==> config.mk <==
export PLATFORM = sky130hd
export DESIGN_NAME = claw_motion_ctrl
export DESIGN_NICKNAME = d
export VERILOG_FILES = /design/src/rtl/claw_motion_ctrl.sv
export SDC_FILE = /design/constraint.sdc
export NUM_CORES = 1
export LEC_CHECK = 0
export CAP_MARGIN = 20
export CORE_MARGIN = 2
export CORE_UTILIZATION = 53
export CTS_CLUSTER_DIAMETER = 40
export DETAILED_ROUTE_END_ITERATION = 8
export PLACE_DENSITY = 0.76
export SETUP_SLACK_MARGIN = 0.5
export SYNTH_ARGS = -nofsm -noshare
export SYNTH_HDL_FRONTEND = slang
export SYNTH_SLANG_ARGS = --single-unit
==> constraint.sdc <==
create_clock -name clk -period 3.4 [get_ports clk]
set_input_delay 0.68 -clock clk [delete_from_list [all_inputs] [get_ports clk]]
set_output_delay 0.68 -clock clk [all_outputs]
set_load 0.03 [all_outputs]
==> src/rtl/claw_motion_ctrl.sv <==
// Two-axis claw gantry sequencer. Handles homing, absolute step tracking,
// soft and hard travel limits, and a guard against instant direction reversal.
module claw_motion_ctrl #(
  parameter int POS_W        = 12,
  parameter int MAX_POS      = 2000,
  parameter int HOME_TIMEOUT = 4000
) (
  input  logic             clk,
  input  logic             rst,
  input  logic             step_tick,
  input  logic             home_req,
  input  logic [3:0]       jog,
  input  logic [1:0]       limit_sw,
  output logic             x_en,
  output logic             x_dir,
  output logic             y_en,
  output logic             y_dir,
  output logic [POS_W-1:0] x_pos,
  output logic [POS_W-1:0] y_pos,
  output logic             homed,
  output logic             busy,
  output logic             fault
);

  localparam int CNT_W = $clog2(HOME_TIMEOUT + 1);
  localparam logic [POS_W-1:0] MAX_POS_V = POS_W'(MAX_POS);
  localparam logic [CNT_W-1:0] TIMEOUT_V = CNT_W'(HOME_TIMEOUT);

  typedef enum logic [2:0] {UNHOMED, HOME_X, HOME_Y, READY, FAULT} state_e;

  // pend marks a reversal that is waiting for the next step tick.
  typedef struct packed {
    logic             en;
    logic             dir;
    logic             pend;
    logic [POS_W-1:0] pos;
  } axis_t;

  state_e           state_q, state_d;
  axis_t            x_q, x_d, y_q, y_d;
  logic [CNT_W-1:0] cnt_q, cnt_d;
  logic             homed_q, homed_d;
  logic             busy_q, busy_d;
  logic             fault_q, fault_d;
  logic             start_home;

  function automatic logic [POS_W-1:0] stepPos(input axis_t a, input logic tick);
    stepPos = a.pos;
    if (tick && a.en) begin
      if (a.dir) begin
        if (a.pos < MAX_POS_V) stepPos = a.pos + POS_W'(1);
      end else if (a.pos != '0) begin
        stepPos = a.pos - POS_W'(1);
      end
    end
  endfunction

  function automatic axis_t jogAxis(input axis_t a, input logic plus_b, input logic minus_b,
                                    input logic lim, input logic tick);
    axis_t n;
    logic  req_plus, req_minus, req, req_dir, at_edge;
    n         = a;
    n.pos     = stepPos(a, tick);
    req_plus  = plus_b && !minus_b && (a.pos < MAX_POS_V);
    req_minus = minus_b && !plus_b && (a.pos != '0) && !lim;
    req       = req_plus || req_minus;
    req_dir   = req_plus;
    at_edge   = tick && a.en && (a.dir ? (n.pos == MAX_POS_V) : (n.pos == '0));
    // Hard limit beats any coincident tick; soft limit beats a held jog.
    if (lim && a.en && !a.dir) begin
      n.pos  = '0;
      n.en   = 1'b0;
      n.pend = 1'b0;
    end else if (at_edge || !req) begin
      n.en   = 1'b0;
      n.pend = 1'b0;
    end else if (a.pend) begin
      if (req_dir == a.dir) begin
        n.en   = 1'b1;
        n.pend = 1'b0;
      end else if (tick) begin
        n.dir  = req_dir;
        n.en   = 1'b1;
        n.pend = 1'b0;
      end else begin
        n.en = 1'b0;
      end
    end else if (a.en && (req_dir != a.dir)) begin
      n.en   = 1'b0;
      n.pend = 1'b1;
    end else begin
      n.en  = 1'b1;
      n.dir = req_dir;
    end
    return n;
  endfunction

  always_comb begin
    state_d    = state_q;
    x_d        = x_q;
    y_d        = y_q;
    cnt_d      = cnt_q;
    homed_d    = homed_q;
    start_home = 1'b0;
    x_d.pos    = stepPos(x_q, step_tick);
    y_d.pos    = stepPos(y_q, step_tick);

    case (state_q)
      UNHOMED: begin
        start_home = home_req;
      end
      HOME_X: begin
        if (step_tick) cnt_d = cnt_q + CNT_W'(1);
        if (limit_sw[0]) begin
          x_d.pos = '0;
          x_d.en  = 1'b0;
          y_d.en  = 1'b1;
          y_d.dir = 1'b0;
          cnt_d   = '0;
          state_d = HOME_Y;
        end else if (cnt_d == TIMEOUT_V) begin
          x_d.en  = 1'b0;
          state_d = FAULT;
        end
      end
      HOME_Y: begin
        if (step_tick) cnt_d = cnt_q + CNT_W'(1);
        if (limit_sw[1]) begin
          y_d.pos = '0;
          y_d.en  = 1'b0;
          homed_d = 1'b1;
          state_d = READY;
        end else if (cnt_d == TIMEOUT_V) begin
          y_d.en  = 1'b0;
          state_d = FAULT;
        end
      end
      READY: begin
        if (home_req) begin
          start_home = 1'b1;
        end else begin
          x_d = jogAxis(x_q, jog[0], jog[1], limit_sw[0], step_tick);
          y_d = jogAxis(y_q, jog[2], jog[3], limit_sw[1], step_tick);
        end
      end
      FAULT: begin
        x_d.pos    = x_q.pos;
        y_d.pos    = y_q.pos;
        x_d.en     = 1'b0;
        y_d.en     = 1'b0;
        start_home = home_req;
      end
      default: state_d = UNHOMED;
    endcase

    if (start_home) begin
      state_d  = HOME_X;
      cnt_d    = '0;
      homed_d  = 1'b0;
      x_d.en   = 1'b1;
      x_d.dir  = 1'b0;
      x_d.pend = 1'b0;
      y_d.en   = 1'b0;
      y_d.pend = 1'b0;
    end

    busy_d  = (state_d == HOME_X) || (state_d == HOME_Y);
    fault_d = (state_d == FAULT);
  end

  always_ff @(posedge clk or negedge rst) begin
    if (!rst) begin
      state_q <= UNHOMED;
      x_q     <= '0;
      y_q     <= '0;
      cnt_q   <= '0;
      homed_q <= 1'b0;
      busy_q  <= 1'b0;
      fault_q <= 1'b0;
    end else begin
      state_q <= state_d;
      x_q     <= x_d;
      y_q     <= y_d;
      cnt_q   <= cnt_d;
      homed_q <= homed_d;
      busy_q  <= busy_d;
      fault_q <= fault_d;
    end
  end

  assign x_en  = x_q.en;
  assign x_dir = x_q.dir;
  assign y_en  = y_q.en;
  assign y_dir = y_q.dir;
  assign x_pos = x_q.pos;
  assign y_pos = y_q.pos;
  assign homed = homed_q;
  assign busy  = busy_q;
  assign fault = fault_q;

endmodule

==> impl_metrics.tcl <==
# yosys + openroad results
set metrics [dict create \
    grt_pass1_wl_um 22000 \
    netlist_area_um2 4210 \
    arrival_ns 3.48 \
    critical_path_class "flop to flop" \
    cts_tree "yes" \
    finClkSkew_ns 0.00595 \
    fillers 635 \
    drive_gt1_share_pct 21.9 \
    n_antenna_cell 0 \
    p_per_area_nw_per_um2 841 \
    drt_iter0_drc 342 \
    via_per_inst 6.49 \
    num_rows 32 \
    hold_path_class "input pin to async pin" \
    ys_cells 562 \
    htree_levels 2 \
    numPortBuffers 40 \
    cap_violations 0 \
    lay_top_count "nand2_1" \
    fin_nets 643 \
    cp.buffers_inverters 2 \
    edf_count 0 \
    outcome "completed" \
    ys.flops 48 \
    setup_viol_count_final 0 \
    drc 0 \
    mostFrequentLayoutCells "nand2_1, buf_4, dfrtp_1, o21ai_0, nor2_1" \
    die_area_um2 8670 \
    final-comb-area_um2 2900 \
    drv_slew 0 \
    path_common_cell "or3_4" \
    io_pins 41 \
    synthArstFlopShare_pct 100 \
    rsz0062_at_grt "true" \
    netlist_instances 562 \
    clock_path_buffers 2 \
    vdd_drop_max_mv 0.591 \
    gp_congestion 0.964 \
    yosys_warnings 0 \
    finalHoldViolCount 0 \
    hpwl_um 9580 \
    path_delay_family "simple AND/OR/NAND/NOR gates" \
    max_freq_ghz 0.304 \
    crit_path_max_incr_delay_ns 0.56 \
    die_w_um 93.1 \
    syn_area_per_cell_um2 7.49 \
    yosys.stat.seqShare_pct 28.5 \
    grt_overflow 0 \
    p_leak_nw 2.15 \
    grt_max_degree 36 \
    wire_per_inst_um 18.6 \
    path_cells "inv_2 > ha_4 > or4b_4 > or3_4 > o21ai_4 > buf_6 > or3_4 > nand3_2 > or4_4 > a211oi_4 > or3_4 > o211ai_2" \
    cts_hold_buf 0 \
    relSlewSlack_pct 41.8 \
    ant_nets 0 \
    yosys_area_um2 4210 \
    holdWs_ns 0.479 \
    core_area_um2 7730 \
    cts-root-buf "clkbuf_8" \
    floorplan.core_util_pct 54.5 \
    finalCriticalPeriod_ns 3.29 \
    fin_tns_setup_ns 0 \
    cpMaxStageDelayCell "or4_4" \
    clk_pin_slew_worst_paths_ns 0.10 \
    worst_slew_pin_slew_ns 0.873 \
    cp-start-kind "flop" \
    fin_crit_sh_pct 96.7 \
    tool_warnings 33 \
    drt-pass1-iter-count 5 \
    end_kind "flop" \
    antenna_found_initial 0 \
]
-- synth_stat cells (3+ instances only) --
library cell  count  area [um^2]
clkbuf_1         31          116
buf_4            24          180
nor2b_1          12         75.1
a22o_1            5         43.8
xor2_1            6         52.6
a22oi_1           4         30.0
and2_1            6         37.5
or4_1             6         45.0
and3_1            8         50.1
nor3b_1           3         22.5
buf_2             3         15.0
nand4_1          18          113
nor3_1           18         90.1
xnor2_1          15          131
a211oi_1          4         30.0
nand2b_1          4         25.0
nor4b_1           3         26.3
or3_1            10         62.6
nor4_1           10         62.6
o21ai_1           8         40.0
o21ai_0          47          235
a21oi_1          20          100
mux2_2            3         33.8
ha_1              7         87.6
nor2_1           46          173
o211ai_1          5         37.5
or4b_1            3         30.0
inv_1            13         48.8
dfrtp_1          48         1200
mux2i_1           5         50.1
a21o_1            3         22.5
o31ai_1          17          128
a31oi_1          17          106
nand3_1          19         95.1
nand2_1          73          274
-- cells by family after synthesis --
logic type | after synthesis | synth area share, %
XOR/XNOR | 21 | 4.37
AND-OR/OR-AND | 160 | 25.0
buffers and inverters | 72 | 8.65
multiplexers | 8 | 1.99
flip-flops | 48 | 28.5
adder cells (fa/ha/maj) | 7 | 2.08
AND/OR/NAND/NOR | 246 | 29.3
-- final timing paths --
path,start,slack [ns],depth (start not counted),to
worst max-delay path,y_pos[1],0.11,12,y_dir
worst min-delay path,rst,0.48,1,x_pos[1]
worst max register to register,y_pos[1],0.11,12,y_dir
worst min register to register,homed,0.55,1,homed
max in group asynchronous,rst,2.19,2,x_pos[5]
min in group clk,homed,0.55,1,homed
-- what timing repair did --
| action | 4_1_cts | 5_1_grt |
|---|---|---|
| pin swaps | 18 | 12 |
| gates resized | 25 | 20 |
| buffers inserted | 14 | 3 |
| endpoints found under the setup margin | 8 | 6 |
| hold endpoints to repair | 0 | 0 |
-- state kept, by name, summed over array words and instances (netlist names) --
register  cells
fault         1
busy          1
x_dir         1
x_q           1
y_en          1
y_q           1
x_en          1
cnt_q        12
y_dir         1
x_pos        12
y_pos        12
homed         1
state_q       3
-- report_power, final --
| part | total, W | internal [W] | switching (W) |
|---|---|---|---|
| Clock | 0.000373 | 0.000148 | 0.000225 |
| Sequential | 0.000934 | 0.000724 | 0.000209 |
| Combinational | 0.00318 | 0.00136 | 0.00182 |
-- stage by stage --
stage	cells	util [%]	worst slack, ns	total power [W]	cell area [um^2]
3_5_place_dp	704	63.3	-0.0899	0.00367	4890
4_1_cts	726	67.3	0.128	0.00428	5200
6_report	729	69.1	0.113	0.00449	5340
5_1_grt	729	69.1	0.0404	0.00477	5340
2_1_floorplan	562	-	0.232	0.00281	4270
3_3_place_gp	704	63.3	0.0178	0.00364	4890
-- final cells by class --
class                   instances  area share [%]
well taps                     102            2.39
repair buffers                115            18.1
flip-flops and latches         48            22.5
multi-input cells             442            54.3
inverters                      14           0.985
clock buffers                   5            1.29
clock inverters                 3           0.422
-- layer usage --
metal	share of wire, %	routed length (um)	global-route usage [%]
met5	0	0	0
met2	45	6080	49.3
met1	43	5860	45.0
met4	2.7	360	10.3
met3	9.4	1280	5.96
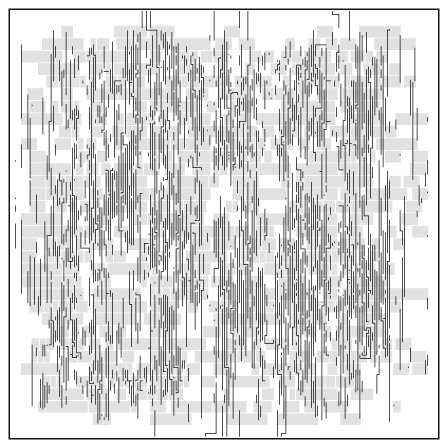
Fig. 1. Signal wires on met2.
Cells faint in the background.
share of all routed wire: 45%
wire length on this layer: 6,080 um
main direction: vertical
nets with wire on the layer: 558
longest straight run: 38.1 um

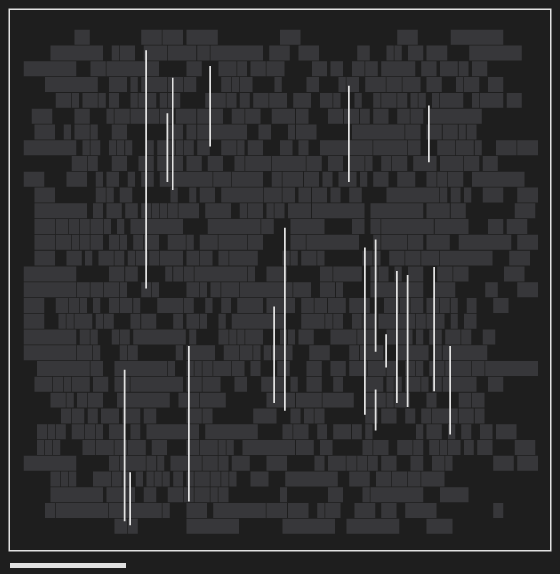
Fig. 2. Signal wires on met4.
Bar = 20 um. Cells faint in the background.
wire length on this layer: 360 um
share of all routed wire: 2.7%
main direction: vertical
DR vias: 4,732
total wire length: 13,600 um

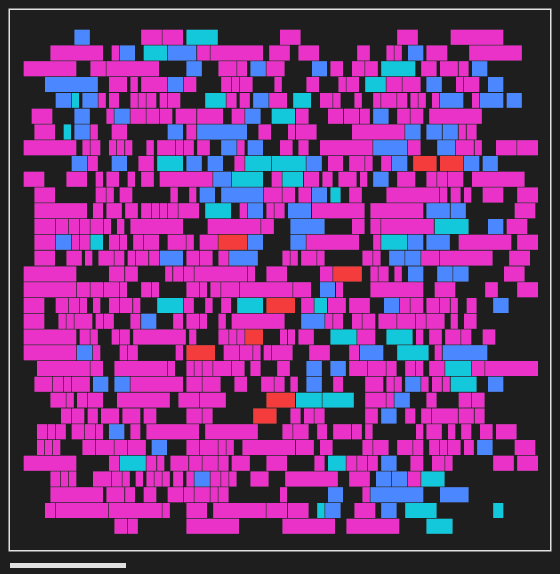
Fig. 3. Cells by drive strength.
Bar = 20 um.
legend:
  red:
    size: drive 6 and up
    cells: 9
    most_used: clkbuf_8
  magenta:
    size: drive 1 or less
    cells: 490
    most_used: nand2_1
  blue:
    size: drive 3 to 4
    cells: 92
    most_used: buf_4
  cyan:
    size: drive 2
    cells: 36
    most_used: nor4_2
final worst slack: 0.113 ns
Area growth syn-to-layout: 26.8%
Post-Layout Inst Area: 5340 um^2
layout buffer count excluding clock buffers: 115

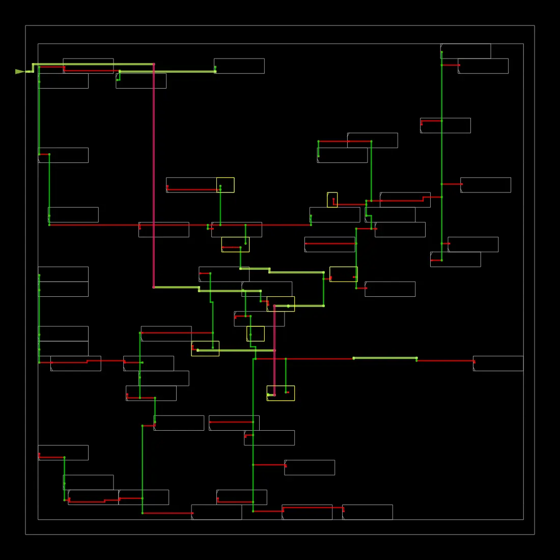
Fig. 4. Clock routing.
cts bufs inserted: 5
clk pwr: 0.000373 W
# clock sinks: 48
clock buffers: 5
Worst-Skew Late Latency: 0.31 ns

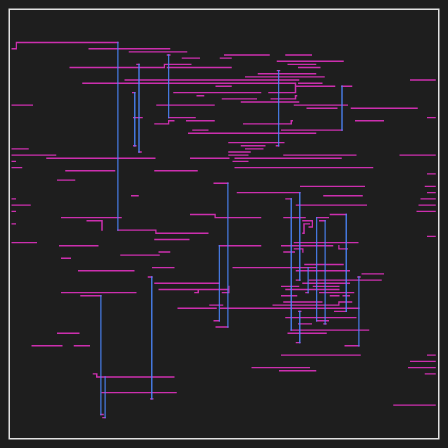
Fig. 5. Routed metal, one color a layer.
Two of the layers only.
legend:
  blue:
    layer: met4
    wire_length: 360 um
  magenta:
    layer: met3
    wire_length: 1,280 um

Power and IR drop assume default switching activity.
